[src/rtl/bus_device_port.sv]
// rtl/bus_device_port.sv - memory-mapped bus device with four registers and a byte output FIFO
module bus_device_port #(
    parameter logic [3:0] REGION     = 4'b0111,
    parameter int         FIFO_DEPTH = 4
) (
    input  logic        clk,
    input  logic        _reset,
    input  logic [24:0] bus_addr,
    input  logic        bus_req,
    input  logic        bus__w,
    input  logic [7:0]  bus_data_in,
    output logic [7:0]  bus_data_out,
    output logic        bus_data_oe,
    output logic        bus_ack,
    output logic [7:0]  out_data,
    output logic        out_valid,
    input  logic        out_ready,
    output logic        irq
);

    localparam int         PW      = $clog2(FIFO_DEPTH);
    localparam logic [4:0] DEPTH_C = 5'(FIFO_DEPTH);

    typedef enum logic [1:0] {S_IDLE, S_ACCESS, S_ACK, S_HOLD} state_t;

    state_t      r_state;
    logic        r_wait_drop;
    logic [1:0]  r_off;
    logic        r_write;
    logic [7:0]  r_wdata;
    logic [7:0]  r_dout;
    logic        r_oe;
    logic        r_ack;
    logic [7:0]  r_scratch;
    logic        r_irqen;
    logic        r_overflow;
    logic [7:0]  r_mem [FIFO_DEPTH];
    logic [PW-1:0] r_wr_ptr;
    logic [PW-1:0] r_rd_ptr;
    logic [4:0]  r_count;

    logic        w_sel;
    logic        w_empty;
    logic        w_full;
    logic        w_push_req;
    logic        w_pop;
    logic        w_do_push;
    logic        w_overflow_set;
    logic [7:0]  w_rdata;
    logic        w_unused;

    assign w_unused       = &{1'b0, bus_addr[24], bus_addr[19:2]};
    assign w_sel          = bus_req && (bus_addr[23:20] == REGION);
    assign w_empty        = (r_count == 5'd0);
    assign w_full         = (r_count == DEPTH_C);
    assign w_pop          = !w_empty && out_ready;
    assign w_push_req     = (r_state == S_ACCESS) && r_write && (r_off == 2'd0);
    // A pop on the same edge frees a slot, so a full FIFO still accepts the push.
    assign w_do_push      = w_push_req && (!w_full || w_pop);
    assign w_overflow_set = w_push_req && w_full && !w_pop;

    assign out_valid    = !w_empty;
    assign out_data     = w_empty ? 8'h00 : r_mem[r_rd_ptr];
    assign irq          = r_irqen && (w_empty || r_overflow);
    assign bus_data_out = r_dout;
    assign bus_data_oe  = r_oe;
    assign bus_ack      = r_ack;

    always_comb begin
        w_rdata = 8'h00;
        case (r_off)
            2'd0: w_rdata = 8'h00;
            2'd1: w_rdata = {r_count, r_overflow, w_full, w_empty};
            2'd2: w_rdata = r_scratch;
            2'd3: w_rdata = {7'd0, r_irqen};
            default: w_rdata = 8'h00;
        endcase
    end

    always_ff @(posedge clk or negedge _reset) begin
        if (!_reset) begin
            r_state     <= S_IDLE;
            r_wait_drop <= 1'b1;
            r_off       <= 2'd0;
            r_write     <= 1'b0;
            r_wdata     <= 8'h00;
            r_dout      <= 8'h00;
            r_oe        <= 1'b0;
            r_ack       <= 1'b0;
            r_scratch   <= 8'h00;
            r_irqen     <= 1'b0;
            r_overflow  <= 1'b0;
        end else begin
            case (r_state)
                S_IDLE: begin
                    // After reset a request that is still high must drop before it counts.
                    if (!bus_req) begin
                        r_wait_drop <= 1'b0;
                    end
                    if (w_sel && !r_wait_drop) begin
                        r_off   <= bus_addr[1:0];
                        r_write <= !bus__w;
                        r_wdata <= bus_data_in;
                        r_state <= S_ACCESS;
                    end
                end
                S_ACCESS: begin
                    r_state <= S_ACK;
                    r_ack   <= 1'b1;
                    r_oe    <= !r_write;
                    r_dout  <= r_write ? 8'h00 : w_rdata;
                    if (w_overflow_set) begin
                        r_overflow <= 1'b1;
                    end
                    if (r_write) begin
                        case (r_off)
                            2'd1: if (r_wdata[2]) r_overflow <= 1'b0;
                            2'd2: r_scratch <= r_wdata;
                            2'd3: r_irqen   <= r_wdata[0];
                            default: ;
                        endcase
                    end
                end
                S_ACK: begin
                    r_state <= S_HOLD;
                    r_ack   <= 1'b0;
                    r_oe    <= 1'b0;
                    r_dout  <= 8'h00;
                end
                S_HOLD: begin
                    if (!bus_req) begin
                        r_state <= S_IDLE;
                    end
                end
                default: r_state <= S_IDLE;
            endcase
        end
    end

    always_ff @(posedge clk or negedge _reset) begin
        if (!_reset) begin
            r_wr_ptr <= '0;
            r_rd_ptr <= '0;
            r_count  <= 5'd0;
        end else begin
            if (w_do_push) begin
                r_wr_ptr <= r_wr_ptr + 1'b1;
            end
            if (w_pop) begin
                r_rd_ptr <= r_rd_ptr + 1'b1;
            end
            case ({w_do_push, w_pop})
                2'b10:   r_count <= r_count + 5'd1;
                2'b01:   r_count <= r_count - 5'd1;
                default: r_count <= r_count;
            endcase
        end
    end

    always_ff @(posedge clk) begin
        if (w_do_push) begin
            r_mem[r_wr_ptr] <= r_wdata;
        end
    end

endmodule

[config.mk]
export PLATFORM = sky130hd
export DESIGN_NAME = bus_device_port
export DESIGN_NICKNAME = d
export VERILOG_FILES = /design/src/rtl/bus_device_port.sv
export SDC_FILE = /design/constraint.sdc
export NUM_CORES = 1
export LEC_CHECK = 0
export CELL_PAD_IN_SITES_DETAIL_PLACEMENT = 0
export CELL_PAD_IN_SITES_GLOBAL_PLACEMENT = 2
export CORE_MARGIN = 5
export CORE_UTILIZATION = 37
export DETAILED_ROUTE_END_ITERATION = 10
export GPL_ROUTABILITY_DRIVEN = 0
export HOLD_SLACK_MARGIN = 0.02
export PLACE_DENSITY_LB_ADDON = 0.1
export RECOVER_POWER = 100
export SETUP_SLACK_MARGIN = 0.2
export SLEW_MARGIN = 20
export SYNTH_ARGS = -nofsm -noshare
export SYNTH_HDL_FRONTEND = slang
export SYNTH_SLANG_ARGS = --single-unit
[constraint.sdc]
create_clock -name clk -period 3.45 [get_ports clk]
set_clock_uncertainty 0.2 [all_clocks]
set_input_delay 0.69 -clock clk [delete_from_list [all_inputs] [get_ports clk]]
set_output_delay 0.69 -clock clk [all_outputs]
set_load 0.05 [all_outputs]
**PDN straps and rails**

Pins as bars on the die edge.
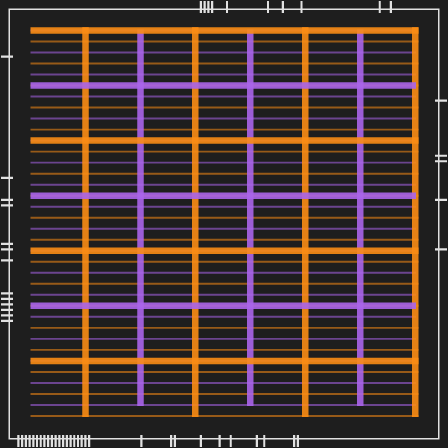
- VSS: orange
- VDD: purple
- met1 rails: 36
- met5 straps: 7
- rows: 35

**Sequential cells coloured by netlist name**

Other sequential cells in the stronger grey, the rest of the logic in the fainter grey.
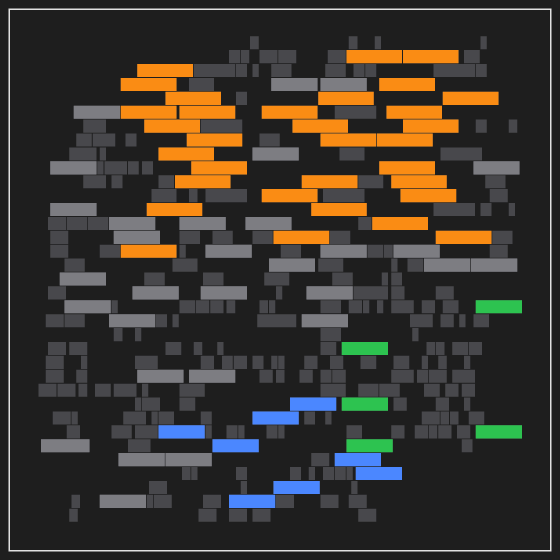
- `r_count`: green (sequential cells 5)
- `r_mem`: orange (sequential cells 32)
- `bus_data_out`: blue (sequential cells 8; where bottom middle)
- not coloured: 30

**Metal 1**

Supply wires on this layer in grey.
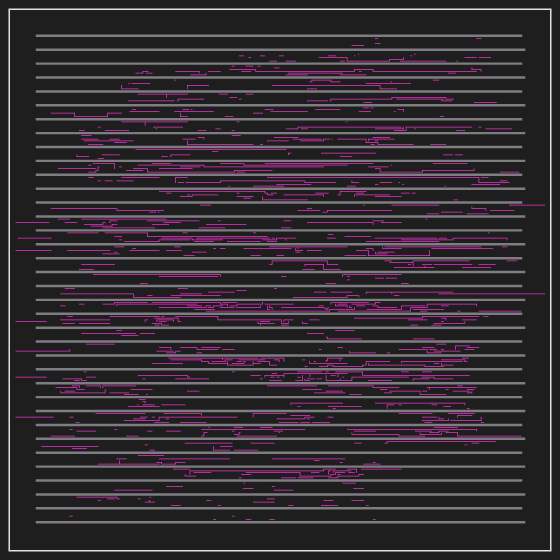
- longest straight run: 41.4 um
- main direction: horizontal
- nets with wire on the layer: 289
- wire length on this layer: 3090 um
- share of all routed wire: 47%

==> flow.log <==
[report] implementation figures
[metrics] status: finished, final reports clean
[metrics] Crit path arrival time: 2.25 ns
[metrics] highest-count cells in the layout ignoring fill and taps: 42 x sky130_fd_sc_hd__dfrtp_1, 32 x sky130_fd_sc_hd__edfxtp_1, 21 x sky130_fd_sc_hd__mux2_2, 19 x sky130_fd_sc_hd__inv_1, 15 x sky130_fd_sc_hd__clkdlybuf4s50_1
[metrics] EDFF count, synth: 32
[metrics] Slew Limit Headroom: 24.1%
[metrics] Root Driver: sky130_fd_sc_hd__clkbuf_8
[metrics] power dissipated in the clock network: 0.639 mW
[metrics] Post-synth area hogs: sky130_fd_sc_hd__dfrtp_1 31%, sky130_fd_sc_hd__edfxtp_1 28%, sky130_fd_sc_hd__mux2_2 7.0%
[metrics] cells resized by post-CTS repair: 1
[metrics] worst hold slack: 0.288 ns
[metrics] drt pass-1 iters: 4
[metrics] final-report setup violation count: 0
[metrics] cell internal pwr: 1.97 mW
[metrics] portion of total power attributed to sequential cells: 42.0%
[metrics] reg2reg setup slack: 0.33 ns
[metrics] proportion of layout cells with a drive suffix above 1: 23.1%
[metrics] vertical extent of the die: 106 um
[metrics] Worst Setup Start Kind: flop
[metrics] post-CTS setup-driven buffer insertion count: 0
[metrics] simple-gate share of the synthesized area: 9.05%
[metrics] Die ar.: 0.0112 mm2
[metrics] data required time of the critical path: 2.56 ns
[metrics] launch instance of the worst register-to-register path: r_count[3]$_DFFE_PN0P_
[metrics] Boundary Pins: 58
[metrics] final sum of negative setup slack: 0 ns
[metrics] number of nets in the synthesized netlist: 288
[metrics] ys flop type: sky130_fd_sc_hd__dfrtp_1
[metrics] most instantiated library cell after synthesis: sky130_fd_sc_hd__dfrtp_1
[metrics] reported combinational group power: 1.30 mW
[metrics] Clk pin slew, worst setup/hold paths: 0.09 ns
[metrics] via count of the first global-routing pass: 2098
[metrics] met3 wirelength from detailed routing: 247 um
[metrics] number of H-tree levels: 3
[metrics] Critical Setup Path Class: reg2out
[metrics] sequential fraction of the synthesis area: 60.2%
[metrics] global-route wire length before repair: 11000 um
[metrics] slew of the pin with the lowest slew margin: 1.14 ns
[metrics] post-layout net count: 340
[metrics] Post-Synth AOI/OAI Area: 6.24%
[metrics] Unique cell types: 44
[metrics] most numerous cell types in the synthesized netlist: 42 x sky130_fd_sc_hd__dfrtp_1, 32 x sky130_fd_sc_hd__edfxtp_1, 21 x sky130_fd_sc_hd__mux2_2
[metrics] cts bufs inserted: 9
[metrics] endpoint of the most critical register-to-register path: r_count[4]$_DFFE_PN0P_
[metrics] Leading power group: registers
[metrics] share of the core filled by cells before placement: 37.4%
[metrics] number of standard-cell rows in the floorplan: 35
[metrics] number of warnings the tools reported: 53
[metrics] number of vias in the routed layout: 1986
[metrics] Metal-1 WL: 3090 um
[metrics] DIE WIDTH: 106 um
[metrics] classification of the worst-slack hold path: reg2reg
[metrics] post-route minimum period: 3.14 ns
[metrics] PwrDens: 824 mW/mm2
[metrics] setup repair after global routing missed its margin: no
[metrics] critical-path maximum fanout: 10
[metrics] total power of the final layout: 3.34 mW
[metrics] remaining routing DRC violations: 0
[metrics] critical path's largest stage delay: 0.57 ns
[metrics] total number of clock tree sinks: 75
[metrics] instance count along the most critical hold path: 1
[metrics] net load switching power: 1.37 mW
[metrics] overall overflow remaining after global route: 0
[metrics] post-synthesis instance total: 237
[metrics] total global routing track utilization: 12.8%
[metrics] CTS tree: yes
[metrics] maximum buffer depth of the clock tree: 2
[metrics] number of failing hold endpoints at the final stage: 0
[metrics] slowest cell on the critical path: sky130_fd_sc_hd__or4_4
[metrics] number of hold buffers added after cts: 0
[metrics] share of total power in the clock network: 19.2%
[metrics] Post-DRT Antenna Nets: 0
[metrics] Final Max-Slew Violation Tally: 0
[metrics] largest net degree at the start of global routing: 44
[metrics] number of warnings printed during yosys synthesis: 0
[metrics] max-cap viol count: 0
[worst max path at each step]
stage                                      start                endpoint  slack [ns]  cells after the start
after floorplan           r_count[1]$_DFFE_PN0P_  r_count[4]$_DFFE_PN0P_        0.40                     12
after global placement                 out_ready  r_count[4]$_DFFE_PN0P_        0.08                     10
after detailed placement               out_ready  r_count[4]$_DFFE_PN0P_        0.11                     10
after CTS                 r_count[3]$_DFFE_PN0P_  r_count[4]$_DFFE_PN0P_        0.33                     10
after global routing      r_count[3]$_DFFE_PN0P_  r_count[4]$_DFFE_PN0P_        0.15                     10
final                     r_count[3]$_DFFE_PN0P_             out_data[0]        0.31                      6
[cell type report]
class                           count  area (um2)
Timing Repair Buffer               53         414
Inverter                           19        71.3
Fill cell                         830        5010
Multi-Input combinational cell    131        1210
Sequential cell                    75        2040
Tap cell                          111         139
Clock inverter                      7        58.8
Clock buffer                        9         124
[through the flow]
stage | worst slack (ns) | area [um2] | std cells | util, %
floorplan | 0.405 | 3390 | 237 | -
CTS | 0.333 | 4110 | 405 | 45.3
global route | 0.148 | 4050 | 405 | 44.7
finish | 0.312 | 4050 | 405 | 44.7
detailed placement | 0.107 | 3930 | 389 | 43.3
global placement | 0.0820 | 3930 | 389 | 43.3
[critical path, delay by kind of cell (launching register included)]
kind / cells / cell delay (ns)
simple gates: 3 / 0.93
flops: 1 / 0.41
buf+inv: 3 / 0.57
[flip-flops by register name, summed over array words and instances, names as in the netlist, 2 cells and up]
signal	cells
r_state	2
r_wdata	8
r_scratch	8
r_count	5
r_wr_ptr	2
bus_data_out	8
r_mem	32
r_rd_ptr	2
r_off	2
[routing by layer]
metal	track usage, %	up-vias
li1	-	958
met1	17.2	977
met2	19.7	42
met3	3.55	9
met4	5.00	0
met5	0	-
Power is estimated from default activity; no workload was simulated.
